Figure 1. The clock network (run 1).
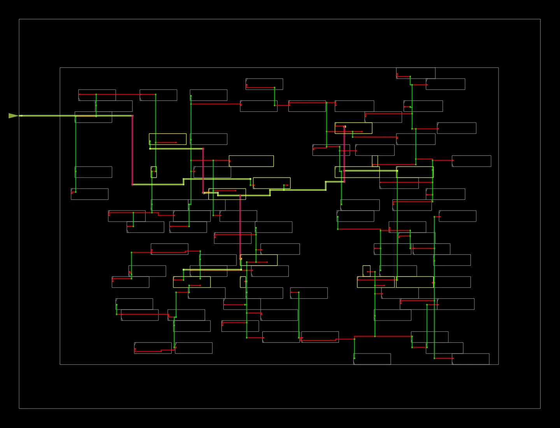
Figure 2. Signal wires by layer (run 1).
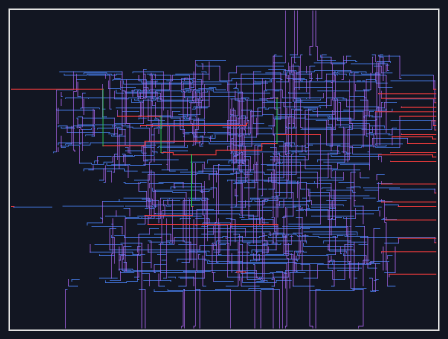
Figure 3. Sequential cells grouped by signal name (run 1).
Other sequential cells in the stronger gray, the rest of the logic in the fainter gray.
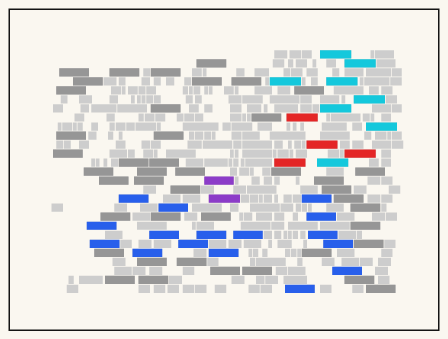
Figure 4. Gate-type map (run 1).
Scale bar: 50 µm.
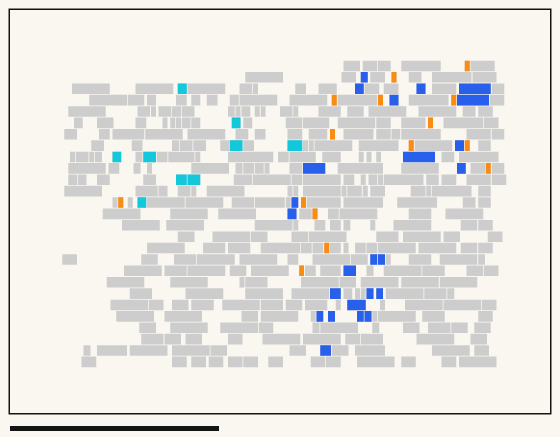
===== src/rtl/seg7_scan_ctrl.sv =====
// Multiplexed scan of NUM_DIGITS active-low 7-seg digits via a shared external decoder; LEADING_ZERO_BLANK_EN blanks leading zeros.
// Latency: load reaches the pins within one frame plus GUARD_CYCLES; seg_o/an_o/frame_tick are registered.
// Backpressure: none; load is a fire-and-forget strobe, and the last load in a frame wins.
module seg7_scan_ctrl #(
    parameter int NUM_DIGITS   = 4,
    parameter int REFRESH_DIV  = 50000,
    parameter int GUARD_CYCLES = 16
) (
    input  logic                    clk,
    input  logic                    rst_n,
    input  logic                    enable,
    input  logic                    load,
    input  logic [4*NUM_DIGITS-1:0] value,
    input  logic [NUM_DIGITS-1:0]   dp_mask,
    output logic [3:0]              nibble_o,
    input  logic [7:0]              seg_i,
    output logic [7:0]              seg_o,
    output logic [NUM_DIGITS-1:0]   an_o,
    output logic                    frame_tick
);

    localparam int CNT_MAX = (REFRESH_DIV > GUARD_CYCLES) ? REFRESH_DIV : GUARD_CYCLES;
    localparam int CNT_W   = $clog2(CNT_MAX);
    localparam int D_W     = $clog2(NUM_DIGITS);

    localparam logic [CNT_W-1:0] GUARD_LAST = CNT_W'(GUARD_CYCLES - 1);
    localparam logic [CNT_W-1:0] ON_LAST    = CNT_W'(REFRESH_DIV - 1);
    localparam logic [D_W-1:0]   D_LAST     = D_W'(NUM_DIGITS - 1);

    typedef enum logic [1:0] {
        IDLE  = 2'd0,
        GUARD = 2'd1,
        ON    = 2'd2
    } state_t;

    state_t                  state_q, state_d;
    logic [CNT_W-1:0]        cnt_q, cnt_d;
    logic [D_W-1:0]          d_q, d_d;
    logic [NUM_DIGITS-1:0]   an_d;
    logic [7:0]              seg_d;
    logic [7:0]              seg_on;
    logic                    frame_start;

    logic [4*NUM_DIGITS-1:0] shadow_value, active_value, next_value;
    logic [NUM_DIGITS-1:0]   shadow_dp, active_dp, next_dp;
    logic [NUM_DIGITS-1:0]   blank;

    // A load on the frame-start edge must land in this frame, so it bypasses the shadow.
    assign next_value = load ? value   : shadow_value;
    assign next_dp    = load ? dp_mask : shadow_dp;

`ifdef LEADING_ZERO_BLANK_EN
    function automatic logic [NUM_DIGITS-1:0] lz_mask(input logic [4*NUM_DIGITS-1:0] v);
        logic seen;
        seen    = 1'b0;
        lz_mask = '0;
        for (int i = NUM_DIGITS - 1; i >= 1; i--) begin
            if (v[i*4 +: 4] != 4'h0) begin
                seen = 1'b1;
            end
            lz_mask[i] = ~seen;
        end
    endfunction

    always_ff @(posedge clk or negedge rst_n) begin
        if (!rst_n) begin
            blank <= '0;
        end else if (frame_start) begin
            blank <= lz_mask(next_value);
        end
    end
`else
    assign blank = '0;
`endif

    always_ff @(posedge clk or negedge rst_n) begin
        if (!rst_n) begin
            shadow_value <= '0;
            shadow_dp    <= '0;
            active_value <= '0;
            active_dp    <= '0;
        end else begin
            if (load) begin
                shadow_value <= value;
                shadow_dp    <= dp_mask;
            end
            if (frame_start) begin
                active_value <= next_value;
                active_dp    <= next_dp;
            end
        end
    end

    // The decoder sees the upcoming digit for the whole guard, so seg_i is settled at ON entry.
    always_comb begin
        nibble_o = 4'h0;
        for (int i = 0; i < NUM_DIGITS; i++) begin
            if (d_q == D_W'(i)) begin
                nibble_o = active_value[i*4 +: 4];
            end
        end
    end

    always_comb begin
        seg_on = blank[d_q] ? 8'hFF : seg_i;
        if (active_dp[d_q]) begin
            seg_on[7] = 1'b0;
        end
    end

    always_comb begin
        state_d     = state_q;
        cnt_d       = cnt_q;
        d_d         = d_q;
        an_d        = an_o;
        seg_d       = seg_o;
        frame_start = 1'b0;

        unique case (state_q)
            IDLE: begin
                an_d  = '1;
                seg_d = 8'hFF;
                d_d   = '0;
                cnt_d = '0;
                if (enable) begin
                    state_d     = GUARD;
                    frame_start = 1'b1;
                end
            end
            GUARD: begin
                if (cnt_q == GUARD_LAST) begin
                    state_d = ON;
                    cnt_d   = '0;
                    an_d    = ~(NUM_DIGITS'(1) << d_q);
                    seg_d   = seg_on;
                end else begin
                    cnt_d = cnt_q + 1'b1;
                end
            end
            ON: begin
                if (cnt_q == ON_LAST) begin
                    state_d = GUARD;
                    cnt_d   = '0;
                    an_d    = '1;
                    seg_d   = 8'hFF;
                    if (d_q == D_LAST) begin
                        d_d         = '0;
                        frame_start = 1'b1;
                    end else begin
                        d_d = d_q + 1'b1;
                    end
                end else begin
                    cnt_d = cnt_q + 1'b1;
                end
            end
            default: begin
                state_d = IDLE;
                cnt_d   = '0;
                d_d     = '0;
                an_d    = '1;
                seg_d   = 8'hFF;
            end
        endcase

        // Disable wins over everything: anodes go dark on the very next edge.
        if (!enable) begin
            state_d     = IDLE;
            cnt_d       = '0;
            d_d         = '0;
            an_d        = '1;
            seg_d       = 8'hFF;
            frame_start = 1'b0;
        end
    end

    always_ff @(posedge clk or negedge rst_n) begin
        if (!rst_n) begin
            state_q    <= IDLE;
            cnt_q      <= '0;
            d_q        <= '0;
            an_o       <= '1;
            seg_o      <= 8'hFF;
            frame_tick <= 1'b0;
        end else begin
            state_q    <= state_d;
            cnt_q      <= cnt_d;
            d_q        <= d_d;
            an_o       <= an_d;
            seg_o      <= seg_d;
            frame_tick <= frame_start;
        end
    end

endmodule


===== config.mk =====
export PLATFORM = sky130hd
export DESIGN_NAME = seg7_scan_ctrl
export DESIGN_NICKNAME = d
export VERILOG_FILES = /design/src/rtl/seg7_scan_ctrl.sv
export SDC_FILE = /design/constraint.sdc
export NUM_CORES = 1
export LEC_CHECK = 0
export CAP_MARGIN = 20
export CORE_ASPECT_RATIO = 0.7
export CORE_MARGIN = 10
export CORE_UTILIZATION = 40
export CTS_CLUSTER_SIZE = 14
export DETAILED_ROUTE_END_ITERATION = 12
export HOLD_SLACK_MARGIN = 0.1
export SETUP_SLACK_MARGIN = 0.02
export SLEW_MARGIN = 20
export SYNTH_ARGS = -nofsm -noshare
export SYNTH_HDL_FRONTEND = slang
export SYNTH_SLANG_ARGS = --single-unit

===== constraint.sdc =====
create_clock -name clk -period 1.95 [get_ports clk]
set_clock_uncertainty 0.1 [all_clocks]
set_input_delay 0.4875 -clock clk [delete_from_list [all_inputs] [get_ports clk]]
set_output_delay 0.4875 -clock clk [all_outputs]
set_load 0.005 [all_outputs]

==> metrics.yaml, run 1 <==
clock_tree:
  tritoncts: "done"
  cts-root-buf: "clkbuf_16"
  htreeDepth: 3
  clkTransAtPathRegs_ps: 60
global_routing:
  overflow: 0
  grt_start_max_net_pins: 74
  antenna_found_initial: 0
  grt_pass1_wl_um: 12400
power:
  p_per_area_nw_per_um2: 1180
  pwr-share-seq_pct: 35.8
  swShare_pct: 29.5
  irDropWorstVdd_v: 0.000535
  p_sw_w: 0.00171
  p_int_w: 0.00410
  leakage_nw: 2.12
  clockPowerShare_pct: 29.4
worst_hold_path:
  min_from: "cnt_q[0]$_DFF_PN0_"
  whs_path_depth: 1
setup_path:
  crit_end: "nibble_o[2]"
  path_cells: "inv_2 -> ha_4 -> buf_6 -> nand2_2 -> a21oi_2 -> a21oi_1 -> o21ai_1 -> buf_2"
  path_max_fanout: 4
  crit_arrival_ps: 1660
  crit_family: "flip-flops"
  critical_path_class: "flip-flop to primary output"
  rr_startpoint: "d_q[0]$_DFFE_PN0P_"
  path_buffers: 3
  regToRegEndpoint: "d_q[0]$_DFFE_PN0P_"
final_timing:
  maxSlewHeadroom_pct: 70.7
  setup_viol: 25
  slew_violations: 0
  fmax_mhz: 445
  layout_setup_ws_ps: -298
  fin_crit_sh_pct: 115
  period_needed_ps: 2250
  hold_violations: 0
finish:
  lay_top_count: "dfrtp_1"
  n_antenna_cell: 0
  synthToLayoutAreaGrowth_pct: 47.6
  drive_gt1_share_pct: 41.0
  fin_nets: 410
  fillers: 636
routing:
  drc: 0
  wl_per_cell_um: 17.6
  first_iter_violations: 168
  viasPerCell: 5.03
  drt_first_pass_iters: 4
placement:
  io_buffers: 48
  place.gp.congestion: 0.751
  place_ws_ps: -485
  hpwl_um: 5140
  placedInstanceArea_um2: 4120
logic_synthesis:
  synth_area_um2: 3330
  syn_inst: 283
  postSynthSeqShare_pct: 55.3
  ys_cells: 283
  synth-area-yosys_um2: 3330
  yosys_warnings: 0
  synth.distinct_cells: 37
  top_cell_area_share_pct: 45.8
  syn_nets: 324
  synth_flop_count: 73
  avgSynthCellArea_um2: 11.8
  synthArstFlopShare_pct: 100
  area_leaders: "dfrtp_1, mux2_2, dfstp_2, ha_1, nand2_1"
die:
  coreArea_um2: 7970
  chip_area_um2: 12400
  num_rows: 27
  boundaryPins: 49
  die_h_um: 96.3
status:
  violations: "setup timing"
  status: "finished with violations"
-- Figure 1 (at the start) --
# clk buffers: 11
Clk power: 0.00171 W
clk_lat worst skew: 330 ps
Num CTS Buffers: 9
clock sink count: 73

-- Figure 2 (at the start) --
Key: M4 = green [wire length 57.1 µm]; M2 = purple [wire length 3560 µm]; M1 = blue [wire length 4250 µm]; M3 = red [wire length 468 µm]

-- Figure 3 (at the start) --
Key: `d_q` = purple [placed flops 2]; `seg_o` = cyan [placed flops 8, where north-east]; `an_o` = red [placed flops 4]; `active_value` = blue [placed flops 16]
Seq/total area: 37.5%
flip-flop and latch area: 1840 µm²
fin util: 61.6%
sequential power: 0.00209 W

-- Figure 4 (at the start) --
Key: and/or cells = cyan [cells 9]; inv cells = orange [cells 15]; aoi and oai cells = blue [cells 24]

==> run 1: worst register-to-register path, cell delays in order, from the launching register on <==
cell and delay (ps):
dfrtp_2 440, buf_6 140, ha_4 180, buf_4 150, or4b_2 620, mux2i_1 180, a21oi_1 60, nor2_1 100
==> run 1: per-layer routing <==
metal / global-route usage (%) / up-vias / wire [µm]
met3: 4.23 / 9 / 468
met4: 3.68 / 0 / 57
li1: - / 1152 / -
met1: 17.5 / 1182 / 4250
met2: 18.0 / 41 / 3560
met5: 0 / - / 0
==> run 1: timing repair <==
item	CTS	global route
pin swaps	6	35
endpoints found under the hold margin	9	0
hold buffers	1	0
gates resized	47	67
endpoints found under the setup margin	55	53
gates cloned	0	6
buffers inserted	1	4
==> run 1: Yosys cell counts (7+ instances only) <==
cell and count:
ha_1 9, inv_1 15, nor3_1 10, a31oi_1 8, xnor2_1 7, nand2_1 25
nor2_1 25, mux2_2 40, dfstp_2 12, dfrtp_1 61, xor2_1 7
==> run 1: area by class of cell <==
type                    count  area, µm²  share of cell area, %
flip-flops and latches     73       1840                   37.5
multi-input cells         183       1710                   34.8
repair buffers             87        876                   17.8
clock buffers              11        233                   4.74
well taps                 101        126                   2.57
clock inverters             4       68.8                   1.40
inverters                  15       56.3                   1.15
==> run 1: power groups by stage <==
stage | clock network [W] | logic [W] | registers (W)
finish | 0.00171 | 0.00202 | 0.00209
detailed placement | 0 | 0.00133 | 0.00209
global placement | 0 | 0.00132 | 0.00208
floorplan | 0 | 0.000819 | 0.00201
global route | 0.00180 | 0.00217 | 0.00213
CTS | 0.00175 | 0.00132 | 0.00207
==> run 1: metrics by stage <==
stage / std cells / power, W / util [%] / hold slack (ps) / setup TNS, ps
3_5_place_dp: 447 / 0.00342 / 51.7 / 355 / -5600
3_3_place_gp: 447 / 0.00340 / 51.7 / 340 / -5380
5_1_grt: 474 / 0.00610 / 61.6 / 391 / -6600
2_1_floorplan: 283 / 0.00283 / - / 91.9 / 0
6_report: 474 / 0.00582 / 61.6 / 366 / -2290
4_1_cts: 464 / 0.00513 / 56.2 / 362 / -4560
==> run 1: registers in the layout (all words and copies together) (netlist names) <==
signal / flops
state_q: 2
active_dp: 4
active_value: 16
an_o: 4
shadow_value: 16
shadow_dp: 4
frame_tick: 1
cnt_q: 16
d_q: 2
seg_o: 8
==> run 1: kinds of logic (layout without fill, tap and decap cells) <==
family	count (synthesis)	count (layout)	synth area share, %
AND/OR/NAND/NOR	86	87	13.0
AND-OR/OR-AND	27	27	5.22
XOR/XNOR	14	14	3.68
buffers and inverters	28	117	3.72
adder cells (fa/ha/maj)	9	9	3.38
flip-flops	73	73	55.3
multiplexers	46	46	15.7
--- run 2 (diff from run 1) ---
--- a/config.mk
+++ b/config.mk
@@ -13,7 +13,6 @@
 export DETAILED_ROUTE_END_ITERATION = 12
 export HOLD_SLACK_MARGIN = 0.1
 export SETUP_SLACK_MARGIN = 0.02
-export SLEW_MARGIN = 20
 export SYNTH_ARGS = -nofsm -noshare
 export SYNTH_HDL_FRONTEND = slang
 export SYNTH_SLANG_ARGS = --single-unit
==> metrics.yaml, run 2 <==
logic_synthesis:
  postSynthSeqShare_pct: 55.3  # unchanged
  common_cells: "dfrtp_1, mux2_2, nand2_1, nor2_1, inv_1"
  synthXorXnorAreaFrac_pct: 3.68  # unchanged
  synth.logic.top_family: "multiplexers"
  yosysMostFrequentCell: "dfrtp_1"
  synth_area_um2: 3330  # unchanged
  synth_flop_count: 73  # unchanged
  yosys_warnings: 0  # unchanged
  area_leaders: "dfrtp_1, mux2_2, dfstp_2, ha_1, nand2_1"
  synth-area-yosys_um2: 3330  # unchanged
  top_cell_area_share_pct: 45.8  # unchanged
  fa_ha_area_share_pct: 3.38  # unchanged
  avgSynthCellArea_um2: 11.8  # unchanged
  syn_nets: 324  # unchanged
  aoi_share_pct: 5.22  # unchanged
  syn_inst: 283  # unchanged
final_timing:
  whs_ps: 366  # unchanged
  hold_violations: 0  # unchanged
  maxSlewHeadroom_pct: 70.7  # unchanged
  layout_setup_ws_ps: -298  # unchanged
  period_needed_ps: 2250  # unchanged
  setup_viol: 25  # unchanged
  slew_violations: 0  # unchanged
  fin_crit_sh_pct: 115  # unchanged
setup_path:
  critical_path_class: "flip-flop to primary output"
  regToRegEndpoint: "d_q[0]$_DFFE_PN0P_"
  crit_arrival_ps: 1660  # about the same
  rr_startpoint: "d_q[0]$_DFFE_PN0P_"
placement:
  place.gp.congestion: 0.751  # unchanged
  io_buffers: 48  # unchanged
  hpwl_um: 5140  # unchanged
  dp_cells: 447  # unchanged
global_routing:
  grt_pass1_wl_um: 12400  # unchanged
  grt_start_max_net_pins: 74  # unchanged
  antenna_found_initial: 0  # unchanged
  overflow: 0  # unchanged
clock_tree:
  clkLatencyLatePin_ps: 330  # about the same
  cts-root-buf: "clkbuf_16"
  tritoncts: "done"
  clkTransAtPathRegs_ps: 60  # about the same
  cts.sinks: 73  # unchanged
  cts_buffers: 9  # unchanged
  htreeDepth: 3  # unchanged
finish:
  fillers: 636  # unchanged
  lay_top_count: "dfrtp_1"
  synthToLayoutAreaGrowth_pct: 47.6  # unchanged
  n_antenna_cell: 0  # unchanged
  stdcell_count: 474  # unchanged
routing:
  wl_per_cell_um: 17.6  # unchanged
  first_iter_violations: 168  # unchanged
  drt_first_pass_iters: 4  # unchanged
power:
  irDropWorstVdd_v: 0.000535  # unchanged
  leakage_nw: 2.12  # unchanged
die:
  coreArea_um2: 7970  # unchanged
  num_rows: 27  # unchanged
  chip_area_um2: 12400  # unchanged
  boundaryPins: 49  # unchanged
  die_h_um: 96.3  # unchanged
worst_hold_path:
  whs_path_depth: 1  # unchanged
status:
  status: "finished with violations"
  violations: "setup timing"
## run 2: worst max-delay path: stages, from the launching register on
cell and delay [ps]:
dfrtp_1 390, inv_2 120, ha_4 180, buf_6 120, nand2_2 50, a21oi_2 130
a21oi_1 50, o21ai_1 160, buf_2 150
## run 2: final cells by class
type                            instances  area [µm²]  share of cell area [%]
Clock buffer                           11         233                    4.74
Inverter                               15        56.3                    1.15
Sequential cell                        73        1840                    37.5
Tap cell                              101         126                    2.57
Clock inverter                          4        68.8                    1.40
Timing Repair Buffer                   87         876                    17.8
Multi-Input combinational cell        183        1710                    34.8
## run 2: worst max path at each step
stage          depth (start not counted)                  to          startpoint
6_report                               8         nibble_o[2]  d_q[1]$_DFFE_PN0P_
5_1_grt                                8         nibble_o[1]  d_q[1]$_DFFE_PN0P_
4_1_cts                                8         nibble_o[2]  d_q[0]$_DFFE_PN0P_
3_5_place_dp                           8         nibble_o[1]  d_q[1]$_DFFE_PN0P_
3_3_place_gp                           8         nibble_o[1]  d_q[0]$_DFFE_PN0P_
2_1_floorplan                          6  d_q[0]$_DFFE_PN0P_  d_q[0]$_DFFE_PN0P_
## run 2: kinds of logic (layout without fill, tap and decap cells)
logic type | Yosys count | count (layout)
and+or+nand+nor | 86 | 87
buffers and inverters | 28 | 117
xor gates and xnor gates | 14 | 14
adders and majority gates | 9 | 9
AOI/OAI and AO/OA | 27 | 27
muxes | 46 | 46
DFF | 73 | 73
## run 2: report_power, final
part | leakage, nW | total (W) | internal [W] | switching (W)
logic | 1.09 | 0.00202 | 0.00113 | 0.000892
clock network | 0.147 | 0.00171 | 0.00111 | 0.000604
registers | 0.883 | 0.00209 | 0.00187 | 0.000219
total | 2.12 | 0.00582 | 0.00410 | 0.00171
## run 2: timing repair
item	in CTS	in global routing
pin swaps	6	35
gates cloned	0	6
endpoints found under the hold margin	9	0
setup endpoints to repair	55	53
gates resized	47	67
buffers inserted	1	4
hold buffers	1	0
## run 2: metrics by stage
step                setup WS, ps  total power (W)  TNS [ps]  utilization (%)  cell area (µm²)
global placement            -457          0.00340     -5380             51.7             4120
floorplan                   80.0          0.00283         0                -             3330
detailed placement          -485          0.00342     -5600             51.7             4120
CTS                         -291          0.00513     -4560             56.2             4480
global route                -431          0.00610     -6600             61.6             4910
finish                      -298          0.00582     -2290             61.6             4910
## run 2: metal layers
layer  part of all wire [%]  track usage [%]  vias up  routed length, µm
li1                       -                -     1152                  -
met1                     51             17.5     1182               4250
met2                     43             18.0       41               3560
met3                    5.6             4.23        9                468
met4                   0.68             3.68        0                 57
met5                      0                0        -                  0
Figure 5. Sequential cells grouped by signal name (run 2).
Other sequential cells in the stronger gray, the rest of the logic in the fainter gray.
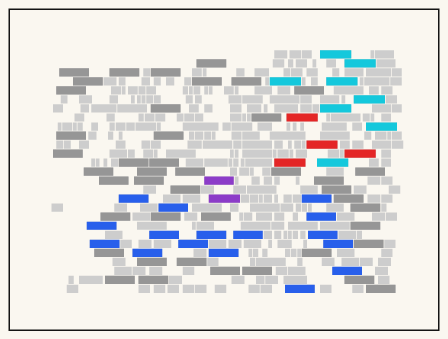
Key: `active_value` = blue [placed flops 16]; `an_o` = red [placed flops 4]; `seg_o` = cyan [placed flops 8, where north-east]; `d_q` = purple [placed flops 2]
Another 43 sequential cells are not colored.

--- run 3 (diff from run 2) ---
--- a/config.mk
+++ b/config.mk
@@ -8,9 +8,10 @@
 export CAP_MARGIN = 20
 export CORE_ASPECT_RATIO = 0.7
 export CORE_MARGIN = 10
-export CORE_UTILIZATION = 40
+export CORE_UTILIZATION = 45
 export CTS_CLUSTER_SIZE = 14
 export DETAILED_ROUTE_END_ITERATION = 12
+export DONT_BUFFER_PORTS = 1
 export HOLD_SLACK_MARGIN = 0.1
 export SETUP_SLACK_MARGIN = 0.02
 export SYNTH_ARGS = -nofsm -noshare
==> metrics.yaml, run 3 <==
final_timing:
  setup_viol: 24  # -4.0%
  slew_violations: 0  # unchanged
  fin_crit_sh_pct: 116  # +0.72 points
  period_needed_ps: 2260  # +14.1 ps
  worst_slew_pin_slew_ps: 440
  layout_setup_ws_ps: -312  # -14.1 ps
  whs_ps: -271  # -637 ps
  maxSlewHeadroom_pct: 70.6  # -0.13 points
  hold_violations: 73  # +73
  rsz0062_at_grt: "yes"
logic_synthesis:
  avgSynthCellArea_um2: 11.8  # unchanged
  common_cells: "dfrtp_1, mux2_2, nand2_1, nor2_1, inv_1"
  synthArstFlopShare_pct: 100
  yosysMostFrequentCell: "dfrtp_1"
  yosys_warnings: 0  # unchanged
  synth.distinct_cells: 37
  synth_area_um2: 3330  # unchanged
  top_cell_area_share_pct: 45.8  # unchanged
  synth-area-yosys_um2: 3330  # unchanged
  syn_inst: 283  # unchanged
  synth_flop_count: 73  # unchanged
  area_leaders: "dfrtp_1, mux2_2, dfstp_2, ha_1, nand2_1"
  yosys.area.top_type: "dfrtp_1"
  syn_nets: 324  # unchanged
  postSynthSeqShare_pct: 55.3  # unchanged
  flop_cell: "dfrtp_1"
global_routing:
  antenna_found_initial: 0  # unchanged
  grt_start_max_net_pins: 74  # unchanged
  grt_use_total_pct: 12.9
  overflow: 0  # unchanged
  grt_pass1_wl_um: 11600  # -5.9%
finish:
  lay_top_count: "dfrtp_1"
  reg.largest.list: "active_value: 16 flops, cnt_q: 16 flops, shadow_value: 16 flops"
  n_antenna_cell: 0  # unchanged
  synthToLayoutAreaGrowth_pct: 24.8
  final_area_um2: 4160  # -15%
  fillers: 599  # -5.8%
  fin_nets: 356
  stdcell_count: 418  # -12%
routing:
  viasPerCell: 5.32
  wl_per_cell_um: 17.7  # +0.81%
  detail-route-antenna-nets: 0
  first_iter_violations: 124  # -26%
  drt_first_pass_iters: 4  # unchanged
clock_tree:
  cts-root-buf: "clkbuf_8"
  htreeDepth: 3  # unchanged
  clkLatencyLatePin_ps: 340  # about the same
  clkTransAtPathRegs_ps: 80  # +20 ps
  cts_buffers: 9  # unchanged
  tritoncts: "done"
  hold_buffers: 1  # unchanged
  cts.sinks: 73  # unchanged
placement:
  hpwl_um: 4790  # -6.8%
  placedInstanceArea_um2: 3580  # -13%
  dp_cells: 391  # -13%
  io_buffers: 0  # -100%
  place_ws_ps: -21.0  # +464 ps
  place.gp.congestion: 0.798  # +6.3%
die:
  chip_area_um2: 11300  # -9.1%
  num_rows: 26  # -3.7%
  die_h_um: 92.0  # -4.5%
  coreArea_um2: 7250  # -9.0%
  boundaryPins: 49  # unchanged
setup_path:
  cp_common_cell: "a21oi_2"
  path_cells: "inv_2 -> ha_4 -> buf_6 -> nand2_4 -> a21oi_2 -> a21oi_2 -> o21ai_1 -> buf_4"
  cp_slowest_cell: "dfrtp_1"
  cpPeakStageDelay_ps: 390  # about the same
  crit_arrival_ps: 1670  # about the same
  critical_path_class: "flip-flop to primary output"
power:
  p_int_w: 0.00340  # -17%
  p_sw_w: 0.00148  # -14%
  clockPowerShare_pct: 26.5  # -2.9 points
  leakage_nw: 1.76  # -17%
  pwr-share-seq_pct: 42.7  # +6.9 points
  swShare_pct: 30.3  # +0.86 points
  irDropWorstVdd_v: 0.000481  # -10%
  pwr-share-comb_pct: 30.8  # -3.9 points
status:
  violations: "hold timing, setup timing"
  status: "finished with violations"
[run 3: cell counts after synthesis]
Identical to the previous run, type by type.
[run 3: cell families after synthesis]
| kind of cell | after synthesis | synth area share (%) |
|---|---|---|
| mux | 46 | 15.7 |
| xor+xnor | 14 | 3.68 |
| buf+inv | 28 | 3.72 |
| flops | 73 | 55.3 |
| simple gates | 86 | 13.0 |
| compound gates | 27 | 5.22 |
| fa+ha+maj | 9 | 3.38 |
[run 3: metrics by stage]
step | hold WS [ps] | util (%) | TNS [ps] | total power [W]
CTS | -292 | 53.3 | -1230 | 0.00448
global route | -297 | 57.3 | -3920 | 0.00516
global placement | 94.3 | 49.4 | 0 | 0.00313
detailed placement | 94.4 | 49.4 | -35.5 | 0.00315
floorplan | 91.9 | - | 0 | 0.00283
finish | -271 | 57.3 | -1740 | 0.00489
[run 3: power by group through the flow]
stage	sequential, W	clock [W]	combinational, W
6_report	0.00209	0.00129	0.00151
5_1_grt	0.00213	0.00138	0.00164
4_1_cts	0.00208	0.00132	0.00108
3_5_place_dp	0.00210	0	0.00105
3_3_place_gp	0.00209	0	0.00104
2_1_floorplan	0.00201	0	0.000819
[run 3: worst paths after layout]
path                       slack (ps)  depth (start not counted)                          end          startpoint
max in group asynchronous        1830                          0         seg_o[7]$_DFFE_PN1P_               rst_n
min                              -270                          0         frame_tick$_DFF_PN0_               rst_n
max                              -310                          8                  nibble_o[2]  d_q[1]$_DFFE_PN0P_
min reg2reg                       350                          1           cnt_q[0]$_DFF_PN0_  cnt_q[0]$_DFF_PN0_
max reg2reg                       -50                          9  active_value[6]$_DFFE_PN0P_  d_q[0]$_DFFE_PN0P_
min in group clk                  190                          2       state_q[1]$_DFFE_PN0P_              enable
[run 3: layer usage]
metal,up-vias,wire length (µm),track usage [%]
li1,1044,-,-
met4,0,90,4.70
met5,-,0,0
met3,10,496,4.84
met2,51,3180,18.3
met1,1120,3640,17.6
[run 3: critical path: cells and delay by family (launching register included)]
kind	cells	cell delay [ps]
flip-flops	1	390
AND/OR/NAND/NOR	1	50
AND-OR/OR-AND	3	340
adder cells (fa/ha/maj)	1	170
buffers and inverters	3	360
[run 3: layout make-up]
class	count	area (µm²)	share of cell area, %
inverter	15	56.3	1.35
clock buffer	11	131	3.16
sequential	73	1840	44.3
clock inverter	5	80.1	1.93
tap	98	123	2.95
timing repair buffer	34	350	8.43
multi-input combinational	182	1570	37.8
[run 3: timing repair]
action,4_1_cts,5_1_grt
setup buffers,1,4
gates resized,19,31
cloned,0,5
pin swaps,8,16
hold endpoints to repair,85,73
setup endpoints to repair,25,54
Figure 6. Sequential cells grouped by signal name (run 3).
Other sequential cells in the stronger gray, the rest of the logic in the fainter gray.
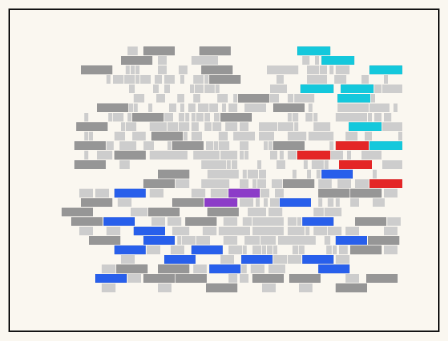
Key: `d_q` = purple [placed flops 2]; `seg_o` = cyan [placed flops 8, where north-east]; `active_value` = blue [placed flops 16]; `an_o` = red [placed flops 4, where east]
Another 43 sequential cells are not colored.
fin util: 57.3%
Seq/total area: 44.3%

Power figures rest on the tool's default switching activity, not on a simulated workload.
